## src/rtl/fmdll_lock_ctrl.sv

```systemverilog
// fmdll_lock_ctrl: SAR coarse search plus linear tracking lock controller for the FM-DLL.
// Optional build macro FMDLL_PD_FILTER_EN adds a 3-sample majority filter on pd_lag.
module fmdll_lock_ctrl #(
   parameter int CODE_W    = 6,
   parameter int SEL_W     = 2,
   parameter int NUM_BANDS = 4,
   parameter int M_W       = 2,
   parameter int N_W       = 4,
   parameter int SETTLE    = 4,
   parameter int LOCK_CNT  = 8,
   parameter int LOSS_CNT  = 4
) (
   input  logic              clk_ext,
   input  logic              rst_n,
   input  logic [M_W-1:0]    M,
   input  logic [N_W-1:0]    N,
   input  logic              pd_lag,
   output logic [CODE_W-1:0] dly_code,
   output logic [SEL_W-1:0]  Sel,
   output logic              locked,
   output logic              lock_err
);

`ifdef FMDLL_PD_FILTER_EN
   localparam int WAIT = SETTLE + 2;
`else
   localparam int WAIT = SETTLE;
`endif
   localparam int SW = $clog2(WAIT + 1);
   localparam int LW = $clog2(LOCK_CNT + 1);
   localparam int DW = $clog2(LOSS_CNT + 1);
   localparam int PW = (CODE_W > 1) ? $clog2(CODE_W) : 1;

   localparam logic [CODE_W-1:0] ONE  = CODE_W'(1);
   localparam logic [CODE_W-1:0] MID  = ONE << (CODE_W - 1);
   localparam logic [CODE_W-1:0] MAXC = '1;
   localparam logic [PW-1:0]     MSB  = PW'(CODE_W - 1);
   localparam logic [SEL_W-1:0]  TOPB = SEL_W'(NUM_BANDS - 1);

   typedef enum logic [2:0] {
      S_IDLE,
      S_WAIT,
      S_SAR,
      S_BAND,
      S_TRACK,
      S_FAIL
   } state_t;

   state_t            state_q, state_d;
   state_t            ret_q, ret_d;
   logic [CODE_W-1:0] code_q, code_d;
   logic [SEL_W-1:0]  sel_q, sel_d;
   logic              locked_q, locked_d;
   logic              err_q, err_d;
   logic [PW-1:0]     bit_q, bit_d;
   logic [SW-1:0]     wcnt_q, wcnt_d;
   logic [LW-1:0]     lcnt_q, lcnt_d;
   logic [DW-1:0]     dcnt_q, dcnt_d;
   logic              dir_q, dir_d;
   logic              dvld_q, dvld_d;
   logic              lpd_q, lpd_d;
   logic [M_W-1:0]    m_q, m_d;
   logic [N_W-1:0]    n_q, n_d;

   logic              pd_dec;
   logic              mn_chg;
   logic              lose;
   logic [CODE_W-1:0] mask;

`ifdef FMDLL_PD_FILTER_EN
   logic [2:0] flt_q;

   // Stale samples from the previous code must not vote on the new one.
   always_ff @(posedge clk_ext or negedge rst_n) begin
      if (!rst_n) begin
         flt_q <= '0;
      end else if (code_d != code_q) begin
         flt_q <= '0;
      end else begin
         flt_q <= {flt_q[1:0], pd_lag};
      end
   end

   assign pd_dec = (flt_q[0] & flt_q[1]) |
                   (flt_q[0] & flt_q[2]) |
                   (flt_q[1] & flt_q[2]);
`else
   assign pd_dec = pd_lag;
`endif

   assign mn_chg = (M != m_q) || (N != n_q);

   always_comb begin
      state_d  = state_q;
      ret_d    = ret_q;
      code_d   = code_q;
      sel_d    = sel_q;
      locked_d = locked_q;
      err_d    = err_q;
      bit_d    = bit_q;
      wcnt_d   = wcnt_q;
      lcnt_d   = lcnt_q;
      dcnt_d   = dcnt_q;
      dir_d    = dir_q;
      dvld_d   = dvld_q;
      lpd_d    = lpd_q;
      m_d      = m_q;
      n_d      = n_q;
      lose     = 1'b0;
      mask     = ONE << bit_q;

      unique case (state_q)
         S_IDLE: begin
            code_d   = MID;
            bit_d    = MSB;
            m_d      = M;
            n_d      = N;
            wcnt_d   = '0;
            lcnt_d   = '0;
            dcnt_d   = '0;
            dvld_d   = 1'b0;
            locked_d = 1'b0;
            err_d    = 1'b0;
            ret_d    = S_SAR;
            state_d  = S_WAIT;
         end
         S_WAIT: begin
            if (wcnt_q == SW'(WAIT - 1)) begin
               wcnt_d  = '0;
               state_d = ret_q;
            end else begin
               wcnt_d = wcnt_q + SW'(1);
            end
         end
         S_SAR: begin
            code_d = pd_dec ? (code_q | mask) : (code_q & ~mask);
            lpd_d  = pd_dec;
            if (bit_q == '0) begin
               state_d = S_BAND;
            end else begin
               code_d  = code_d | (mask >> 1);
               bit_d   = bit_q - PW'(1);
               wcnt_d  = '0;
               ret_d   = S_SAR;
               state_d = S_WAIT;
            end
         end
         S_BAND: begin
            // An all-ones or all-zeros code implies every decision went
            // the same way, so the last SAR sample is the band verdict.
            if (code_q == MAXC && lpd_q) begin
               if (sel_q == TOPB) begin
                  err_d   = 1'b1;
                  state_d = S_FAIL;
               end else begin
                  sel_d   = sel_q + SEL_W'(1);
                  code_d  = MID;
                  bit_d   = MSB;
                  wcnt_d  = '0;
                  ret_d   = S_SAR;
                  state_d = S_WAIT;
               end
            end else if (code_q == '0 && !lpd_q) begin
               if (sel_q == '0) begin
                  err_d   = 1'b1;
                  state_d = S_FAIL;
               end else begin
                  sel_d   = sel_q - SEL_W'(1);
                  code_d  = MID;
                  bit_d   = MSB;
                  wcnt_d  = '0;
                  ret_d   = S_SAR;
                  state_d = S_WAIT;
               end
            end else begin
               dvld_d = 1'b0;
               lcnt_d = '0;
               dcnt_d = '0;
`ifdef FMDLL_PD_FILTER_EN
               wcnt_d  = '0;
               ret_d   = S_TRACK;
               state_d = S_WAIT;
`else
               state_d = S_TRACK;
`endif
            end
         end
         S_TRACK: begin
            if ((code_q == MAXC && pd_dec) ||
                (code_q == '0 && !pd_dec)) begin
               lose = 1'b1;
            end else begin
               code_d = pd_dec ? code_q + ONE : code_q - ONE;
               dir_d  = pd_dec;
               dvld_d = 1'b1;
               if (dvld_q && (pd_dec != dir_q)) begin
                  dcnt_d = '0;
                  if (lcnt_q != LW'(LOCK_CNT)) begin
                     lcnt_d = lcnt_q + LW'(1);
                  end
                  if (lcnt_d == LW'(LOCK_CNT)) begin
                     locked_d = 1'b1;
                  end
               end else if (dvld_q) begin
                  lcnt_d = '0;
                  dcnt_d = dcnt_q + DW'(1);
               end
               if (dcnt_d == DW'(LOSS_CNT)) begin
                  lose = 1'b1;
               end else begin
                  wcnt_d  = '0;
                  ret_d   = S_TRACK;
                  state_d = S_WAIT;
               end
            end
         end
         S_FAIL: begin
            err_d = 1'b1;
         end
         default: begin
            state_d = S_IDLE;
         end
      endcase

      if (lose) begin
         locked_d = 1'b0;
         code_d   = MID;
         bit_d    = MSB;
         state_d  = S_IDLE;
      end

      // A ratio change overrides everything, including a band step.
      if (state_q != S_IDLE && mn_chg) begin
         locked_d = 1'b0;
         err_d    = 1'b0;
         code_d   = MID;
         bit_d    = MSB;
         sel_d    = sel_q;
         wcnt_d   = '0;
         state_d  = S_IDLE;
      end
   end

   always_ff @(posedge clk_ext or negedge rst_n) begin
      if (!rst_n) begin
         state_q  <= S_IDLE;
         ret_q    <= S_SAR;
         code_q   <= MID;
         sel_q    <= '0;
         locked_q <= 1'b0;
         err_q    <= 1'b0;
         bit_q    <= MSB;
         wcnt_q   <= '0;
         lcnt_q   <= '0;
         dcnt_q   <= '0;
         dir_q    <= 1'b0;
         dvld_q   <= 1'b0;
         lpd_q    <= 1'b0;
         m_q      <= '0;
         n_q      <= '0;
      end else begin
         state_q  <= state_d;
         ret_q    <= ret_d;
         code_q   <= code_d;
         sel_q    <= sel_d;
         locked_q <= locked_d;
         err_q    <= err_d;
         bit_q    <= bit_d;
         wcnt_q   <= wcnt_d;
         lcnt_q   <= lcnt_d;
         dcnt_q   <= dcnt_d;
         dir_q    <= dir_d;
         dvld_q   <= dvld_d;
         lpd_q    <= lpd_d;
         m_q      <= m_d;
         n_q      <= n_d;
      end
   end

   assign dly_code = code_q;
   assign Sel      = sel_q;
   assign locked   = locked_q;
   assign lock_err = err_q;

endmodule

```

## config.mk

```make
export PLATFORM = sky130hd
export DESIGN_NAME = fmdll_lock_ctrl
export DESIGN_NICKNAME = d
export VERILOG_FILES = /design/src/rtl/fmdll_lock_ctrl.sv
export SDC_FILE = /design/constraint.sdc
export NUM_CORES = 1
export LEC_CHECK = 0
export ABC_AREA = 1
export CORE_ASPECT_RATIO = 2
export CORE_MARGIN = 8
export CORE_UTILIZATION = 29
export DETAILED_ROUTE_END_ITERATION = 10
export GPL_TIMING_DRIVEN = 1
export PLACE_DENSITY = 0.56
export SETUP_SLACK_MARGIN = 0.4
export SLEW_MARGIN = 20
export SYNTH_ARGS = -nofsm -noshare
export SYNTH_HDL_FRONTEND = slang
export SYNTH_SLANG_ARGS = --single-unit
```

## constraint.sdc

```tcl
create_clock -name clk_ext -period 1.7 [get_ports clk_ext]
set_clock_uncertainty 0.1 [all_clocks]
set_input_delay 0.34 -clock clk_ext [delete_from_list [all_inputs] [get_ports clk_ext]]
set_output_delay 0.34 -clock clk_ext [all_outputs]
set_load 0.02 [all_outputs]
```

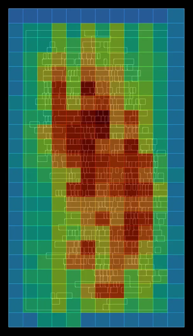
**Above:** run 1 (routing congestion map).
grt met1 use: 0.122
Finished Core Util: 0.490
GR Util All Layers: 0.135
met2 global-route usage: 0.257

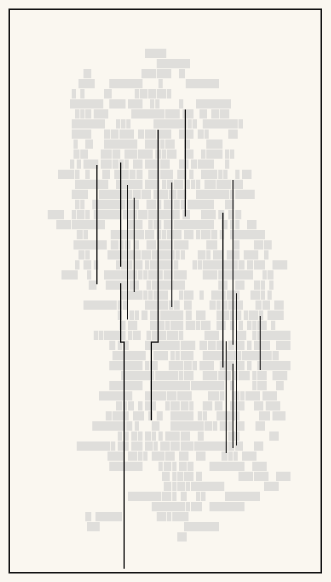
**Above:** run 1 (the metal 4 layer).
The wires run mostly vertical. The layer holds 6.1% of the routed length. The longest straight run is 61.1 um. 14 nets have wire on it.
Post-Route WL: 8710 um
routed via count: 2903

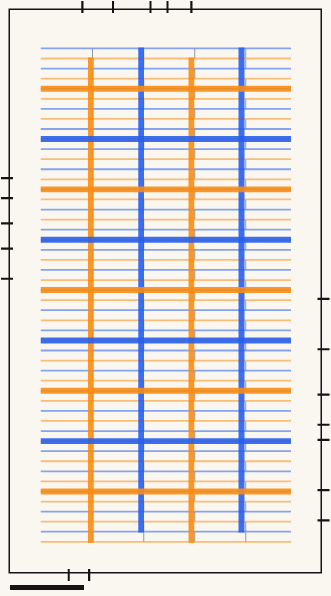
**Above:** run 1 (PDN straps and rails).
The bar under the picture is 20 um long. Pins as bars on the die edge. Tap cells in grey.
Key: blue = VDD; orange = VSS
50 met1 rails follow the rows. 19 signal pins sit on the boundary. 102 tap cells. 4 straps on met4. The core has 49 rows.

==> flow_metrics.tcl, run 1 <==
# yosys + openroad results
set metrics [dict create \
    fmax_mhz 556 \
    dr_wl_met3_um 198 \
    num_rows 49 \
    ys.flops 37 \
    clock.latency.late_pin_ps 290 \
    period_used_share 1.06 \
    ys_seq_frac 0.348 \
    wl_met1_um 2940 \
    worst_slew_pin_slew_ps 395 \
    p_comb_uw 2790 \
    yosys_area_um2 2680 \
    violations "negative setup slack" \
    initialDrtViolationCount 119 \
    mostFrequentLayoutCells "nand2_1, buf_4, inv_1, buf_6, nand2_2" \
    core_um2 9010 \
    flops 37 \
    final-setup-viol-count 20 \
    place_area_um2 3410 \
    seq_area_frac 0.212 \
    crit_type "flip-flop to flip-flop" \
    synthCells 380 \
    worstSetupEndpoint "bit_q[1]" \
    die_w_um 83.9 \
    synth-xor-area-share 0.0262 \
    r2r_slack_ps -100 \
    grt_remaining_overflow 0 \
    logic_area_um2 1940 \
    cts_tree "yes" \
    cts_sinks 37 \
    clk-power_uw 1220 \
    power.group.top "combinational logic" \
    mux_area_frac 0.00421 \
    path_depth 10 \
    power.switching_uw 2090 \
    p_int_uw 3180 \
    synth.avg_cell_area_um2 7.04 \
    num-clock-buffers 5 \
    largest_cell_class "multi-input combinational cells" \
    vias_per_cell 4.88 \
    clk_pin_slew_ps 60 \
    globalplace.congestion 0.909 \
    slew_viol_final 0 \
    grt_max_degree 38 \
    grt_pass1_wl_um 14000 \
    drc_errors 0 \
    r2r-end "bit_q[1]" \
    required_ps 1780 \
    inv_count 59 \
    slew-limit-headroom 0.736 \
    path_buffers 1 \
    core_util_floorplan 0.297 \
    final.setup.tns_ps -1020 \
    p_leak_uw 0.00226 \
    taps 102 \
    fin_nets 515 \
    final_hold_viol_count 0 \
    highest_layer "met4" \
    p_seq_frac 0.237 \
    logic_gate_count 282 \
    hold_ws_ps 238 \
    synth_cell_types 33 \
    r2r_start "dly_code[5]" \
    num_antenna_cells 0 \
    ys_sh_aoi 0.106 \
    pwr-share-comb 0.531 \
    top_logic_kind "simple AND/OR/NAND/NOR gates" \
    antenna_left 0 \
    fin_area_um2 4420 \
    met3_usage 0.0203 \
    hold_depth 3 \
    max_stage_delay_ps 590 \
    syn2layout_area_growth_pct 65.2 \
    n_all_buffers 107 \
    cts_max_level 2 \
    grt_antenna_before_repair 0 \
    wire_per_inst_um 14.6 \
    common_cells "nand2_1, inv_1, dfrtp_1, nand3_1, nor2_1" \
    ys_cells 380 \
    fillers 819 \
    arrival_ps 1880 \
    vdd_ir_drop_max_v 0.000739 \
    top_area_cell "dfrtp_1" \
    crit_path_end_kind "flip-flop" \
    simple_gate_share 0.360 \
    pre_cts_ws_ps -471 \
    synth-edff-count 0 \
    pg_seq_uw 1250 \
    cts_resized 128 \
    placedCellCount 551 \
    fp_nets 403 \
    startpoint_type "flip-flop" \
    met2RoutedLength_um 5040 \
    io_pins 19 \
    min_period_ps 1800 \
    top_cells_by_area "dfrtp_1, nand2_1, inv_1" \
    async_reset_ff_frac 1.00 \
    path_cells "nand2_2, nor2_4, nand3_4, nor2_4, a21oi_4, nand2_4, buf_12, nand2_4, nand2_2, o21ai_2" \
    setup_slack_ps -100 \
    status "finished, violations left" \
    comb_area_share 0.439 \
    power_frac_clock 0.232 \
    hold-path-endpoint "n_q[1]" \
    largest_reg_flops 6 \
    postCtsSetupBuffers 23 \
    warnings 34 \
    min_path_type "input port to flip-flop" \
    io_buffers 18 \
    cp_top_family "simple AND/OR/NAND/NOR gates" \
    nonClkBufAreaFrac 0.223 \
]
**Run 1: zoomed window**

Region (50, 25) to (75, 50) um. Cells in grey, sequential cells in the stronger grey; small squares are vias.
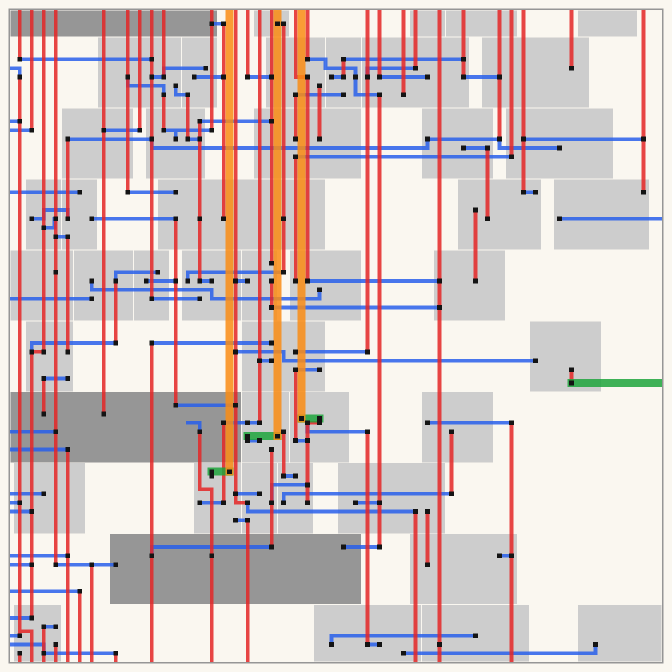

==> run 2: changes to the inputs <==
CORE_UTILIZATION = 50   (was 29)
CTS_CLUSTER_SIZE = 20   (was unset)
PLACE_DENSITY = 0.81   (was 0.56)
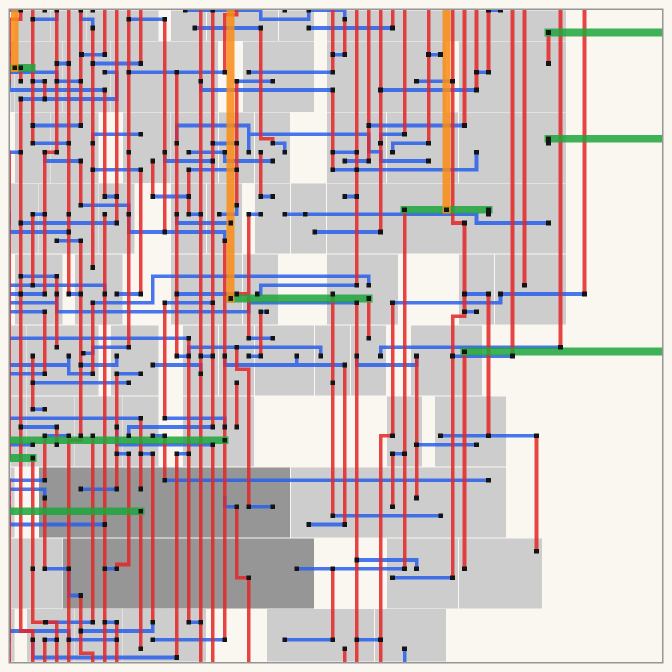
**Above:** run 2 (zoomed window).
Region (38, 17) to (63, 42) um. Cells in grey, sequential cells in the stronger grey; small squares are vias.
Key: orange = metal 4; red = metal 2; green = metal 3; blue = metal 1
Most frequent: buf_4 (10), nand2_1 (6). Netlist names of flops here include `dly_code` (2). 55 logic cells have their middle in the window. Sequential cells in the window: 2.

==> run 2 against run 1 <==
Compared with the run above: the run still ends with negative setup slack left; sequential cell count did not move; clock power down 32%; critical path type unchanged; first-iteration DRC count up 110%; worst setup slack lost 95 ps; combinational power decreased by 11%; wire length up 4.5%; synthesized area stayed put; largest power group unchanged; hold slack better by 110 ps; register-to-register slack worse by 95 ps; global-route usage is 8.0 points higher; maximum frequency shrank 5.0%; sequential power about the same.
==> flow_metrics.tcl, run 2 <==
# yosys + openroad results
set metrics [dict create \
    status "finished, violations left" \
    violations "negative setup slack" \
    place_area_um2 3250 \
    syn2layout_area_growth_pct 48.3 \
    slew-limit-headroom 0.654 \
    ys.flops 37 \
    r2r_start "dcnt_q[1]" \
    antenna_left 0 \
    setup_slack_ps -195 \
    hold-path-endpoint "n_q[2]" \
    path_depth 11 \
    cts_resized 109 \
    path_cells "ha_1, nand2_1, nand2_2, nor2_2, nand3_2, nand2_4, buf_4, buf_6, inv_1, nand2_2, a21boi_2" \
    wire_per_inst_um 17.1 \
    pwr-share-comb 0.542 \
    hold_ws_ps 348 \
    top_logic_kind "simple AND/OR/NAND/NOR gates" \
    fillers 336 \
    largest_reg_flops 6 \
    fin_nets 496 \
    largest_cell_class "multi-input combinational cells" \
    mostFrequentLayoutCells "nand2_1, buf_4, inv_1, buf_6, dfrtp_1" \
    inv_count 59 \
    synth_cell_types 33 \
    clk_pin_slew_ps 80 \
    cts_sinks 37 \
    mux_area_frac 0.00421 \
    power_frac_clock 0.182 \
    yosys_area_um2 2680 \
    min_period_ps 1900 \
    grtUsageTotal 0.215 \
    io_pins 19 \
    pre_cts_ws_ps -464 \
    fin_area_um2 3970 \
    final-setup-viol-count 18 \
    seq_area_frac 0.237 \
    common_cells "nand2_1, inv_1, dfrtp_1, nand3_1, nor2_1" \
    warnings 34 \
    crit_path_end_kind "flip-flop" \
    ys_sh_aoi 0.106 \
    cp_top_family "simple AND/OR/NAND/NOR gates" \
    clk-power_uw 834 \
    num_vias 3023 \
    fp_nets 403 \
    min_path_type "input port to flip-flop" \
    crit_type "flip-flop to flip-flop" \
    nonClkBufAreaFrac 0.197 \
    final_hold_viol_count 0 \
    met3_usage 0.0244 \
    final.setup.tns_ps -1380 \
    io_buffers 18 \
    grtUsageMet2 0.391 \
    core_util_floorplan 0.521 \
    highest_layer "met4" \
    grt_max_degree 22 \
    globalplace.congestion 0.931 \
    num_antenna_cells 0 \
    post-route-util 0.772 \
    worst_slew_pin_slew_ps 519 \
    taps 58 \
    p_leak_uw 0.00202 \
    drt_wl_total_um 9100 \
    required_ps 1840 \
    worstSetupEndpoint "ret_q[1]" \
    simple_gate_share 0.360 \
    slew_viol_final 0 \
]
Power is estimated from default activity; no workload was simulated.
